## src/rtl/elev_pkg.sv

```systemverilog
`default_nettype none
// ============================================================================
// Module   : elev_pkg
// Brief    : Shared state encodings, countdown width and direction constants
//            for the elevator scheduler.
// Revision : 1.0 - initial release
// ============================================================================
package elev_pkg;

  typedef enum logic [1:0] {
    ST_IDLE      = 2'd0,
    ST_MOVE_UP   = 2'd1,
    ST_MOVE_DOWN = 2'd2,
    ST_DOOR_OPEN = 2'd3
  } elev_state_t;

  localparam int unsigned CW = 4;

  localparam logic c_dir_up   = 1'b1;
  localparam logic c_dir_down = 1'b0;

endpackage
`default_nettype wire

```

## src/rtl/elev_request_bank.sv

```systemverilog
`default_nettype none
// ============================================================================
// Module   : elev_request_bank
// Brief    : Latches car / hall calls into pending vectors, clears the ones
//            served at the current floor, and reports where requests remain
//            relative to that floor.
// Revision : 1.0 - initial release
// ============================================================================
module elev_request_bank
  import elev_pkg::*;
#(
  parameter int N_FLOORS = 8,
  parameter int FW       = $clog2(N_FLOORS)
) (
  input  logic                clk,
  input  logic                rst_n,
  input  logic [N_FLOORS-1:0] car_call,
  input  logic [N_FLOORS-1:0] up_call,
  input  logic [N_FLOORS-1:0] down_call,
  input  logic [FW-1:0]       floor,
  input  logic                dir,
  input  logic                door_open,
  input  logic                serve,
  output logic [N_FLOORS-1:0] pend_car,
  output logic [N_FLOORS-1:0] pend_up,
  output logic [N_FLOORS-1:0] pend_down,
  output logic                any_above,
  output logic                any_below,
  output logic                at_floor,
  output logic                call_here
);

  // No up button on the top floor, no down button on the bottom floor.
  localparam logic [N_FLOORS-1:0] c_up_mask = {1'b0, {(N_FLOORS-1){1'b1}}};
  localparam logic [N_FLOORS-1:0] c_dn_mask = {{(N_FLOORS-1){1'b1}}, 1'b0};

  logic [N_FLOORS-1:0] r_car, r_up, r_dn;
  logic [N_FLOORS-1:0] w_here, w_above, w_below;
  logic [N_FLOORS-1:0] w_up_in, w_dn_in, w_req, w_block;
  logic [N_FLOORS-1:0] w_clr_car, w_clr_up, w_clr_dn;
  logic                w_beyond;

  // Position masks of every floor relative to the current one.
  for (genvar i = 0; i < N_FLOORS; i++) begin : g_pos
    assign w_here[i]  = (FW'(i) == floor);
    assign w_above[i] = (FW'(i) >  floor);
    assign w_below[i] = (FW'(i) <  floor);
  end

  assign w_up_in   = up_call   & c_up_mask;
  assign w_dn_in   = down_call & c_dn_mask;
  assign w_req     = r_car | r_up | r_dn;

  assign any_above = |(w_req & w_above);
  assign any_below = |(w_req & w_below);
  assign at_floor  = |(w_req & w_here);
  assign call_here = |((car_call | w_up_in | w_dn_in) & w_here);

  // With the door open, presses at this floor are absorbed by the door timer.
  assign w_block   = door_open ? w_here : '0;

  // The opposite hall call is also answered when nothing lies further on.
  assign w_beyond  = (dir == c_dir_up) ? any_above : any_below;
  assign w_clr_car = serve ? w_here : '0;
  assign w_clr_up  = (serve && ((dir == c_dir_up)   || !w_beyond)) ? w_here : '0;
  assign w_clr_dn  = (serve && ((dir == c_dir_down) || !w_beyond)) ? w_here : '0;

  // Latch new calls, then drop the ones served on this edge.
  always_ff @(posedge clk or negedge rst_n) begin
    if (!rst_n) begin
      r_car <= '0;
      r_up  <= '0;
      r_dn  <= '0;
    end else begin
      r_car <= (r_car | (car_call & ~w_block)) & ~w_clr_car;
      r_up  <= (r_up  | (w_up_in  & ~w_block)) & ~w_clr_up;
      r_dn  <= (r_dn  | (w_dn_in  & ~w_block)) & ~w_clr_dn;
    end
  end

  assign pend_car  = r_car;
  assign pend_up   = r_up;
  assign pend_down = r_dn;

endmodule
`default_nettype wire

```

## src/rtl/elevator_scheduler.sv

```systemverilog
`default_nettype none
// ============================================================================
// Module   : elevator_scheduler
// Brief    : Single-car elevator controller: direction-preserving scheduling,
//            tick-based travel and door timing, latched call requests.
// Revision : 1.0 - initial release
// ============================================================================
module elevator_scheduler
  import elev_pkg::*;
#(
  parameter int N_FLOORS   = 8,
  parameter int MOVE_TICKS = 2,
  parameter int DOOR_TICKS = 3,
  localparam int FW        = $clog2(N_FLOORS)
) (
  input  logic                clk,
  input  logic                rst_n,
  input  logic                tick,
  input  logic [N_FLOORS-1:0] car_call,
  input  logic [N_FLOORS-1:0] up_call,
  input  logic [N_FLOORS-1:0] down_call,
  input  logic                door_open_btn,
  input  logic                door_close_btn,
  output logic [FW-1:0]       floor,
  output logic [1:0]          state,
  output logic [CW-1:0]       countdown,
  output logic [N_FLOORS-1:0] pend_car,
  output logic [N_FLOORS-1:0] pend_up,
  output logic [N_FLOORS-1:0] pend_down
);

  localparam logic [CW-1:0] c_move_cnt = CW'(MOVE_TICKS);
  localparam logic [CW-1:0] c_door_cnt = CW'(DOOR_TICKS);

  elev_state_t   r_state, w_state_nxt;
  logic [FW-1:0] r_floor, w_floor_nxt;
  logic [CW-1:0] r_cnt, w_cnt_nxt;
  logic          r_dir, w_dir_nxt;
  logic          w_serve;
  logic          w_any_above, w_any_below, w_at_floor, w_call_here;
  logic          w_going_up, w_at_end, w_same_hall, w_beyond, w_stop;

  elev_request_bank #(
    .N_FLOORS (N_FLOORS),
    .FW       (FW)
  ) u_bank (
    .clk       (clk),
    .rst_n     (rst_n),
    .car_call  (car_call),
    .up_call   (up_call),
    .down_call (down_call),
    .floor     (r_floor),
    .dir       (r_dir),
    .door_open (r_state == ST_DOOR_OPEN),
    .serve     (w_serve),
    .pend_car  (pend_car),
    .pend_up   (pend_up),
    .pend_down (pend_down),
    .any_above (w_any_above),
    .any_below (w_any_below),
    .at_floor  (w_at_floor),
    .call_here (w_call_here)
  );

  // Stop decision at the floor just reached; end floors always stop.
  assign w_going_up  = (r_state == ST_MOVE_UP);
  assign w_at_end    = w_going_up ? (r_floor == FW'(N_FLOORS - 1)) : (r_floor == '0);
  assign w_same_hall = w_going_up ? pend_up[r_floor] : pend_down[r_floor];
  assign w_beyond    = w_going_up ? w_any_above : w_any_below;
  assign w_stop      = pend_car[r_floor] | w_same_hall | ~w_beyond | w_at_end;

  // State, floor, countdown and direction registers.
  always_ff @(posedge clk or negedge rst_n) begin
    if (!rst_n) begin
      r_state <= ST_IDLE;
      r_floor <= '0;
      r_cnt   <= '0;
      r_dir   <= c_dir_up;
    end else begin
      r_state <= w_state_nxt;
      r_floor <= w_floor_nxt;
      r_cnt   <= w_cnt_nxt;
      r_dir   <= w_dir_nxt;
    end
  end

  // Next-state logic; a MOVE cycle with countdown 0 is the arrival decision.
  always_comb begin
    w_state_nxt = r_state;
    w_floor_nxt = r_floor;
    w_cnt_nxt   = r_cnt;
    w_dir_nxt   = r_dir;
    w_serve     = 1'b0;
    case (r_state)
      ST_IDLE: begin
        if (w_at_floor) begin
          w_state_nxt = ST_DOOR_OPEN;
          w_cnt_nxt   = c_door_cnt;
          w_serve     = 1'b1;
        end else if (w_any_above || w_any_below) begin
          w_dir_nxt   = (w_any_above && w_any_below) ? r_dir :
                        (w_any_above ? c_dir_up : c_dir_down);
          w_state_nxt = (w_dir_nxt == c_dir_up) ? ST_MOVE_UP : ST_MOVE_DOWN;
          w_cnt_nxt   = c_move_cnt;
        end
      end
      ST_MOVE_UP, ST_MOVE_DOWN: begin
        if (r_cnt == '0) begin
          if (w_stop) begin
            w_state_nxt = ST_DOOR_OPEN;
            w_cnt_nxt   = c_door_cnt;
            w_serve     = 1'b1;
          end else begin
            w_cnt_nxt   = c_move_cnt;
          end
        end else if (tick) begin
          w_cnt_nxt = r_cnt - 1'b1;
          if ((r_cnt == CW'(1)) && !w_at_end) begin
            w_floor_nxt = w_going_up ? (r_floor + 1'b1) : (r_floor - 1'b1);
          end
        end
      end
      ST_DOOR_OPEN: begin
        // A press or call here holds the door even on its last cycle, so the
        // call is never dropped between the blocked latch and leaving.
        if (door_open_btn || w_call_here) begin
          w_cnt_nxt   = c_door_cnt;
        end else if (r_cnt == '0) begin
          w_state_nxt = ST_IDLE;
        end else if (door_close_btn) begin
          w_cnt_nxt   = '0;
        end else if (tick) begin
          w_cnt_nxt   = r_cnt - 1'b1;
        end
      end
      default: ;
    endcase
  end

  assign floor     = r_floor;
  assign state     = r_state;
  assign countdown = r_cnt;

endmodule
`default_nettype wire

```

## config.mk

```make
export PLATFORM = sky130hd
export DESIGN_NAME = elevator_scheduler
export DESIGN_NICKNAME = d
export VERILOG_FILES = /design/src/rtl/elev_pkg.sv /design/src/rtl/elev_request_bank.sv /design/src/rtl/elevator_scheduler.sv
export SDC_FILE = /design/constraint.sdc
export NUM_CORES = 1
export LEC_CHECK = 0
export ABC_AREA = 1
export ABC_CLOCK_PERIOD_IN_PS = 2800
export CAP_MARGIN = 25
export CORE_ASPECT_RATIO = 0.7
export CORE_MARGIN = 2
export CORE_UTILIZATION = 45
export DETAILED_ROUTE_END_ITERATION = 7
export PLACE_DENSITY = 0.73
export SLEW_MARGIN = 20
export SYNTH_ARGS = -nofsm -noshare
export SYNTH_HDL_FRONTEND = slang
export SYNTH_SLANG_ARGS = --single-unit
```

## constraint.sdc

```tcl
create_clock -name clk -period 2.8 [get_ports clk]
set_input_delay 0.56 -clock clk [delete_from_list [all_inputs] [get_ports clk]]
set_output_delay 0.56 -clock clk [all_outputs]
set_load 0.02 [all_outputs]
```

Figure 1. Cells colored by class (run 1).
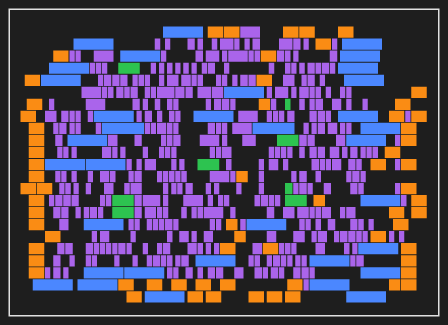
class	color	cells
remaining buffers and delay cells	orange	65
combinational and other logic	purple	387
clock drivers and dummy loads	green	8
sequential cells	blue	34
Final Instance Area: 0.00347 mm²
Placeable Area: 0.00576 mm²
sequential share of cell area: 0.246
final core utilization: 0.603
placement row count: 23

Figure 2. Sequential cells grouped by signal name (run 1).
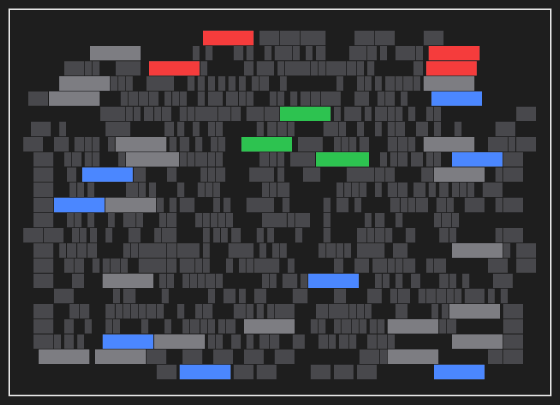
signal	color	flops
u_bank.pend_up	blue	8
floor	green	3
countdown	red	4
not colored	19

==> results.sh, run 1 <==
# yosys + openroad results
export IMPL_status="complete, no violations"
export IMPL_synthCells=431
export IMPL_dpl_hpwl_mm=5.85
export IMPL_detail_route_wirelength_met1_mm=3.89
export IMPL_placed_cells=561
export IMPL_synth_yosys_chip_area_mm2=0.00271
export IMPL_crit_path_launch_type="flip-flop"
export IMPL_highest_layer="met4"
export IMPL_cp_depth=13
export IMPL_hold_path_end="r_dir$_DFFE_PN1P_"
export IMPL_crit_slowest_cell="dfrtp_1"
export IMPL_post_cts_setup_buffer_count=0
export IMPL_final_layout_size_suffix_gt1_frac=0.0445
export IMPL_grt_overflow=0
export IMPL_final_cells=569
export IMPL_first_pass_grt_wire_length_mm=12.3
export IMPL_drt_pre_antenna_iters=5
export IMPL_min_delay_path_depth=2
export IMPL_worst_slew_pin_transition_ns=0.458
export IMPL_r2r_start="floor[2]$_DFFE_PN0P_"
export IMPL_antenna_violating_nets_post_route=0
export IMPL_tritoncts="yes"
export IMPL_syn_area_mm2=0.00271
export IMPL_combGateArea_mm2=0.00147
export IMPL_postSynthSeqShare=0.314
export IMPL_cts_hold_buf=0
export IMPL_end_kind="flip-flop"
export IMPL_yosys_stat_cells=431
export IMPL_post_synth_cell_area_avg_um2=6.29
export IMPL_slew_headroom=0.695
export IMPL_met2RoutedLength_mm=3.12
export IMPL_clock_sinks=34
export IMPL_hold_ws_ns=0.531
export IMPL_route_detailed_vias_per_inst=5.17
export IMPL_worstPathArrival_ns=2.67
export IMPL_cts_clk_slew_worst_paths_ns=0.07
export IMPL_ctsRootBufferMaster="clkbuf_8"
export IMPL_first_global_vias=2650
export IMPL_finish_net_count=533
export IMPL_drv_max_cap_violation_count=0
export IMPL_drtIter0Drc=235
export IMPL_criticalPathCategory="flip-flop to flip-flop"
export IMPL_ff_latch_area_um2=853
export IMPL_wl_per_cell_um=13.3
export IMPL_timing_critical_path_fanout_max=15
export IMPL_mostFrequentLayoutCells="nand2_1 (128), inv_1 (88), clkdlybuf4s50_1 (59), o21ai_0 (47), nor2_1 (34)"
export IMPL_hold_class="flip-flop to flip-flop"
export IMPL_place_area_mm2=0.00338
export IMPL_worst_r2r_path_depth=13
export IMPL_postSynthRegisterBits=34
export IMPL_design_die_area_mm2=0.00667
export IMPL_die_y_um=68.9
export IMPL_cts_buffer_depth=2
export IMPL_clock_latency_late_pin_ns=0.29
export IMPL_end_of_the_worst_register_to_register_path="u_bank.pend_car[7]$_DFF_PN0_"
export IMPL_gp_congestion=0.895
export IMPL_final_setup_viol_count=0
export IMPL_rrSetupSlack_ns=0.31
export IMPL_mappedNetlistNets=471
export IMPL_die_width_um=96.8
export IMPL_fillerInstances=555
export IMPL_detailroute_wirelength_met3_um=438
export IMPL_rsz0062_at_grt="no"
export IMPL_clock_skew_final_ns=0.00659
export IMPL_power_per_cell_area_mw_per_mm2=935
export IMPL_max_vdd_ir_drop_uv=566
export IMPL_detailedPlace_worstSlack_ns=0.261
export IMPL_yosysWarningCount=0
export IMPL_timing_critical_path_to="u_bank.pend_car[7]$_DFF_PN0_"
export IMPL_crit_path_frequent_cell="nand2_1"
export IMPL_area_delta_synth_final_pct=28.2
export IMPL_timing_critical_path_cells="inv_1 -> nor2_1 -> nand2_1 -> inv_1 -> nand2_1 -> nand2_1 -> nor2_1 -> nand2_1 -> nand2_1 -> nand2_4 -> nand2_2 -> o21ai_0 -> inv_1"
export IMPL_synth_distinct_cells=30
export IMPL_antennaDiodeCount=0
Figure 3. Cell density map (run 1).
10 x 7 tiles, from black (low) to pale yellow (high), 0 to 100% covered.
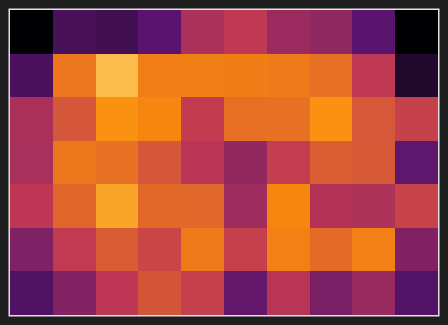
mean over tiles	51%
nearly empty tiles	2.9%
tiles over 75% full	5.7%
fullest tile	85%
starting density of the core: 0.471

Figure 4. Routing congestion map (run 1).
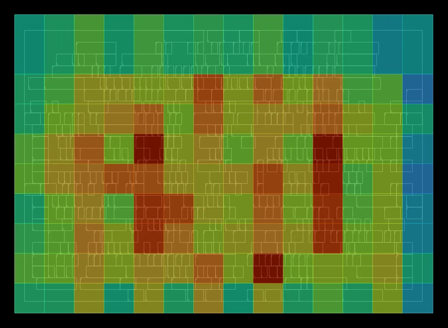
global-route track usage on met3: 0.0494
gr busiest metal: met2
met2 Resource Use GR: 0.359
met1 track demand over resource in global routing: 0.334
global-route usage over all layers: 0.236

==> run 1: final cells by class <==
cell class | count | area share
Multi-Input combinational cell | 298 | 0.422
Inverter | 89 | 0.0962
Sequential cell | 34 | 0.246
Timing Repair Buffer | 65 | 0.183
Clock inverter | 1 | 0.00144
Tap cell | 75 | 0.0270
Clock buffer | 7 | 0.0249
==> run 1: cell usage after synthesis <==
master	n	area share
nand3b_1	1	0.0028
nand2_4	1	0.0042
xor2_1	4	0.013
a221oi_1	1	0.0032
buf_6	2	0.0083
clkbuf_1	3	0.0042
a31oi_1	2	0.0046
a211oi_1	1	0.0028
xnor2_1	1	0.0032
inv_1	88	0.12
nor3_1	9	0.017
and2_1	1	0.0023
nand4_1	18	0.042
o21bai_1	1	0.0028
nand3_1	16	0.030
nand2_1	128	0.18
o21a_1	1	0.0028
o211ai_1	6	0.017
nor2_4	1	0.0042
o21ai_0	47	0.087
dfrtp_1	33	0.30
buf_2	5	0.0092
ha_1	11	0.051
inv_2	1	0.0014
nand2_2	3	0.0069
a21oi_1	8	0.015
or2_2	1	0.0023
nor2_1	34	0.047
o22ai_1	2	0.0046
dfstp_2	1	0.0097
==> run 1: kinds of logic (layout without fill, tap and decap cells) <==
logic type | Yosys count | count (layout) | synth area share
adders and majority gates | 11 | 11 | 0.0508
xor gates and xnor gates | 5 | 5 | 0.0162
buffers and inverters | 99 | 162 | 0.145
DFF | 34 | 34 | 0.314
and+or+nand+nor | 213 | 213 | 0.335
AOI/OAI and AO/OA | 69 | 69 | 0.139
==> run 1: where the power goes <==
part	switching, µW	internal, µW	total [µW]	leakage, µW
clock	189	199	388	0.0000482
sequential	166	615	781	0.000343
combinational	1320	762	2080	0.00140
total	1670	1580	3250	0.00179
==> run 2: changes to the inputs <==
--- a/config.mk
+++ b/config.mk
@@ -12,7 +12,8 @@
 export CORE_MARGIN = 2
 export CORE_UTILIZATION = 45
 export DETAILED_ROUTE_END_ITERATION = 7
-export PLACE_DENSITY = 0.73
+export MAX_ROUTING_LAYER = met4
+export PLACE_DENSITY_LB_ADDON = 0.1
 export SLEW_MARGIN = 20
 export SYNTH_ARGS = -nofsm -noshare
 export SYNTH_HDL_FRONTEND = slang
Figure 5. Cell density map (run 2).
10 x 7 tiles, from black (low) to pale yellow (high), 0 to 100% covered.
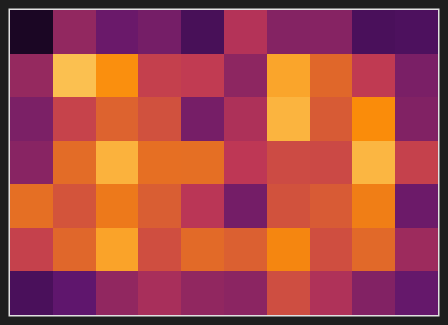
tiles over 75% full	10%
fullest tile	86%
mean over tiles	51%
final core utilization: 0.605

Figure 6. Cells colored by class (run 2).
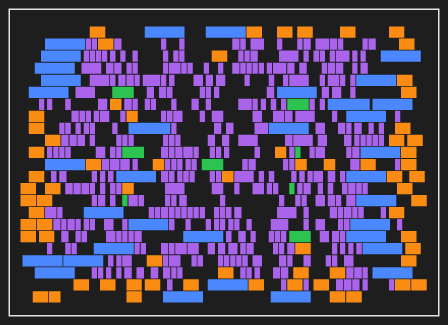
class	color	cells
remaining buffers and delay cells	orange	68
combinational and other logic	purple	387
sequential cells	blue	34
clock drivers and dummy loads	green	8

==> results.sh, run 2 <==
# yosys + openroad results
export IMPL_power_combinational_fraction=0.656
export IMPL_rsz0062_at_grt="no"
export IMPL_clock_sinks=34
export IMPL_drv_max_cap_violation_count=0
export IMPL_final_layout_size_suffix_gt1_frac=0.0463
export IMPL_post_synth_most_frequent_cells="nand2_1 (128), inv_1 (88), o21ai_0 (47), nor2_1 (34), dfrtp_1 (33)"
export IMPL_seq_power_share=0.233
export IMPL_timing_critical_path_fanout_max=11
export IMPL_postSynthSeqShare=0.314
export IMPL_final_setup_viol_count=0
export IMPL_post_synth_mux_area_share=0
export IMPL_design_die_area_mm2=0.00667
export IMPL_cell_internal_pwr_uw=1580
export IMPL_hold_class="flip-flop to flip-flop"
export IMPL_final_instance_area_mm2=0.00348
export IMPL_area_delta_synth_final_pct=28.6
export IMPL_antennaDiodeCount=0
export IMPL_worst_slew_pin_transition_ns=0.460
export IMPL_fp_row_count=23
export IMPL_placed_cells=564
export IMPL_cts_hold_buf=0
export IMPL_tritoncts="yes"
export IMPL_yosys_area_top_type="dfrtp_1"
export IMPL_power_sequential_uw=762
export IMPL_clock_latency_late_pin_ns=0.29
export IMPL_route_detailed_vias_per_inst=5.13
export IMPL_place_area_mm2=0.00340
export IMPL_topCellsByArea="dfrtp_1 (30%), nand2_1 (18%), inv_1 (12%)"
export IMPL_yosysWarningCount=0
export IMPL_wl_per_cell_um=14.1
export IMPL_most_repeated_cell_in_the_gate_level_netlist_after_synthesis="nand2_1"
export IMPL_max_vdd_ir_drop_uv=506
export IMPL_ctsRootBufferMaster="clkbuf_8"
export IMPL_die_y_um=68.9
export IMPL_pwr_share_clk=0.111
export IMPL_crit_path_launch_type="flip-flop"
export IMPL_hold_ws_ns=0.522
export IMPL_final_cells=572
export IMPL_mappedNetlistNets=471
export IMPL_finish_net_count=536
export IMPL_grt_overflow=0
export IMPL_simple_gate_area_frac=0.335
export IMPL_synth_distinct_cells=30
export IMPL_synthCells=431
export IMPL_cts_buffer_depth=2
export IMPL_gp_congestion=0.970
export IMPL_switching_share=0.517
export IMPL_mostFrequentLayoutCells="nand2_1 (128), inv_1 (88), clkdlybuf4s50_1 (59), o21ai_0 (47), nor2_1 (34)"
export IMPL_synth_async_reset_ratio=1.00
export IMPL_fp_utilization=0.471
export IMPL_clock_net_power_uw=363
export IMPL_status="complete, no violations"
export IMPL_detailedPlace_worstSlack_ns=0.275
export IMPL_net_switching_power_uw=1690
export IMPL_die_width_um=96.8
export IMPL_cts_clk_slew_worst_paths_ns=0.07
export IMPL_compound_area_frac=0.139
export IMPL_edf_count=0
export IMPL_dpl_hpwl_mm=6.23
export IMPL_netlist_logic_family_top="simple AND/OR/NAND/NOR gates"
export IMPL_synth_yosys_chip_area_mm2=0.00271
export IMPL_p_comb_uw=2140
export IMPL_postSynthRegisterBits=34
export IMPL_first_global_vias=2651
export IMPL_synth_adder_area_share=0.0508
export IMPL_yosys_area_top_type_share=0.305
export IMPL_synthXorXnorAreaFrac=0.0162
[run 2: cell counts after synthesis]
No cell type changed its count.
[run 2: cell type report]
| class | instances | area, µm² |
|---|---|---|
| clock buffers | 8 | 80.1 |
| fillers | 585 | 2270 |
| inverters | 89 | 334 |
| multi-input cells | 298 | 1470 |
| flip-flops and latches | 34 | 853 |
| well taps | 75 | 93.8 |
| repair buffers | 68 | 658 |
[run 2: routing by layer]
layer,share of wire,GRT usage,up-vias
met1,0.52,0.383,1344
met5,0,-,-
met2,0.40,0.381,98
met4,0.0055,0.0634,0
met3,0.081,0.0433,5
li1,-,-,1485
[run 2: critical path, stage by stage, from the launching register on]
cell and delay (ns):
dfrtp_1 0.44, inv_1 0.16, ha_1 0.21, nand2_1 0.19, nand2_1 0.12, nand2_1 0.05, a21oi_1 0.15, nand2_1 0.13
nand2_1 0.08, nand2_1 0.06, nand3_1 0.09, nand2_2 0.08, nand2_4 0.12, buf_4 0.20, nand4_1 0.13, nand2_1 0.09
inv_1 0.04
[run 2: path summary, 6_finish.rpt]
check / to / from / slack [ns] / cells after the start
hold reg to reg: r_dir$_DFFE_PN1P_ / r_dir$_DFFE_PN1P_ / 0.52 / 2
setup / recovery: u_bank.pend_down[1]$_DFF_PN0_ / floor[1]$_DFFE_PN0P_ / 0.35 / 16
setup reg to reg: u_bank.pend_down[1]$_DFF_PN0_ / floor[1]$_DFFE_PN0P_ / 0.35 / 16
hold / removal: r_dir$_DFFE_PN1P_ / r_dir$_DFFE_PN1P_ / 0.52 / 2
max in group asynchronous: floor[2]$_DFFE_PN0P_ / rst_n / 1.76 / 2
min in group asynchronous: u_bank.pend_up[1]$_DFF_PN0_ / rst_n / 0.67 / 2
[run 2: timing repair]
item | in CTS | in global routing
endpoints found under the setup margin | 0 | 7
buffers inserted | 0 | 0
resized | 0 | 1
Power figures rest on the tool's default switching activity, not on a simulated workload.
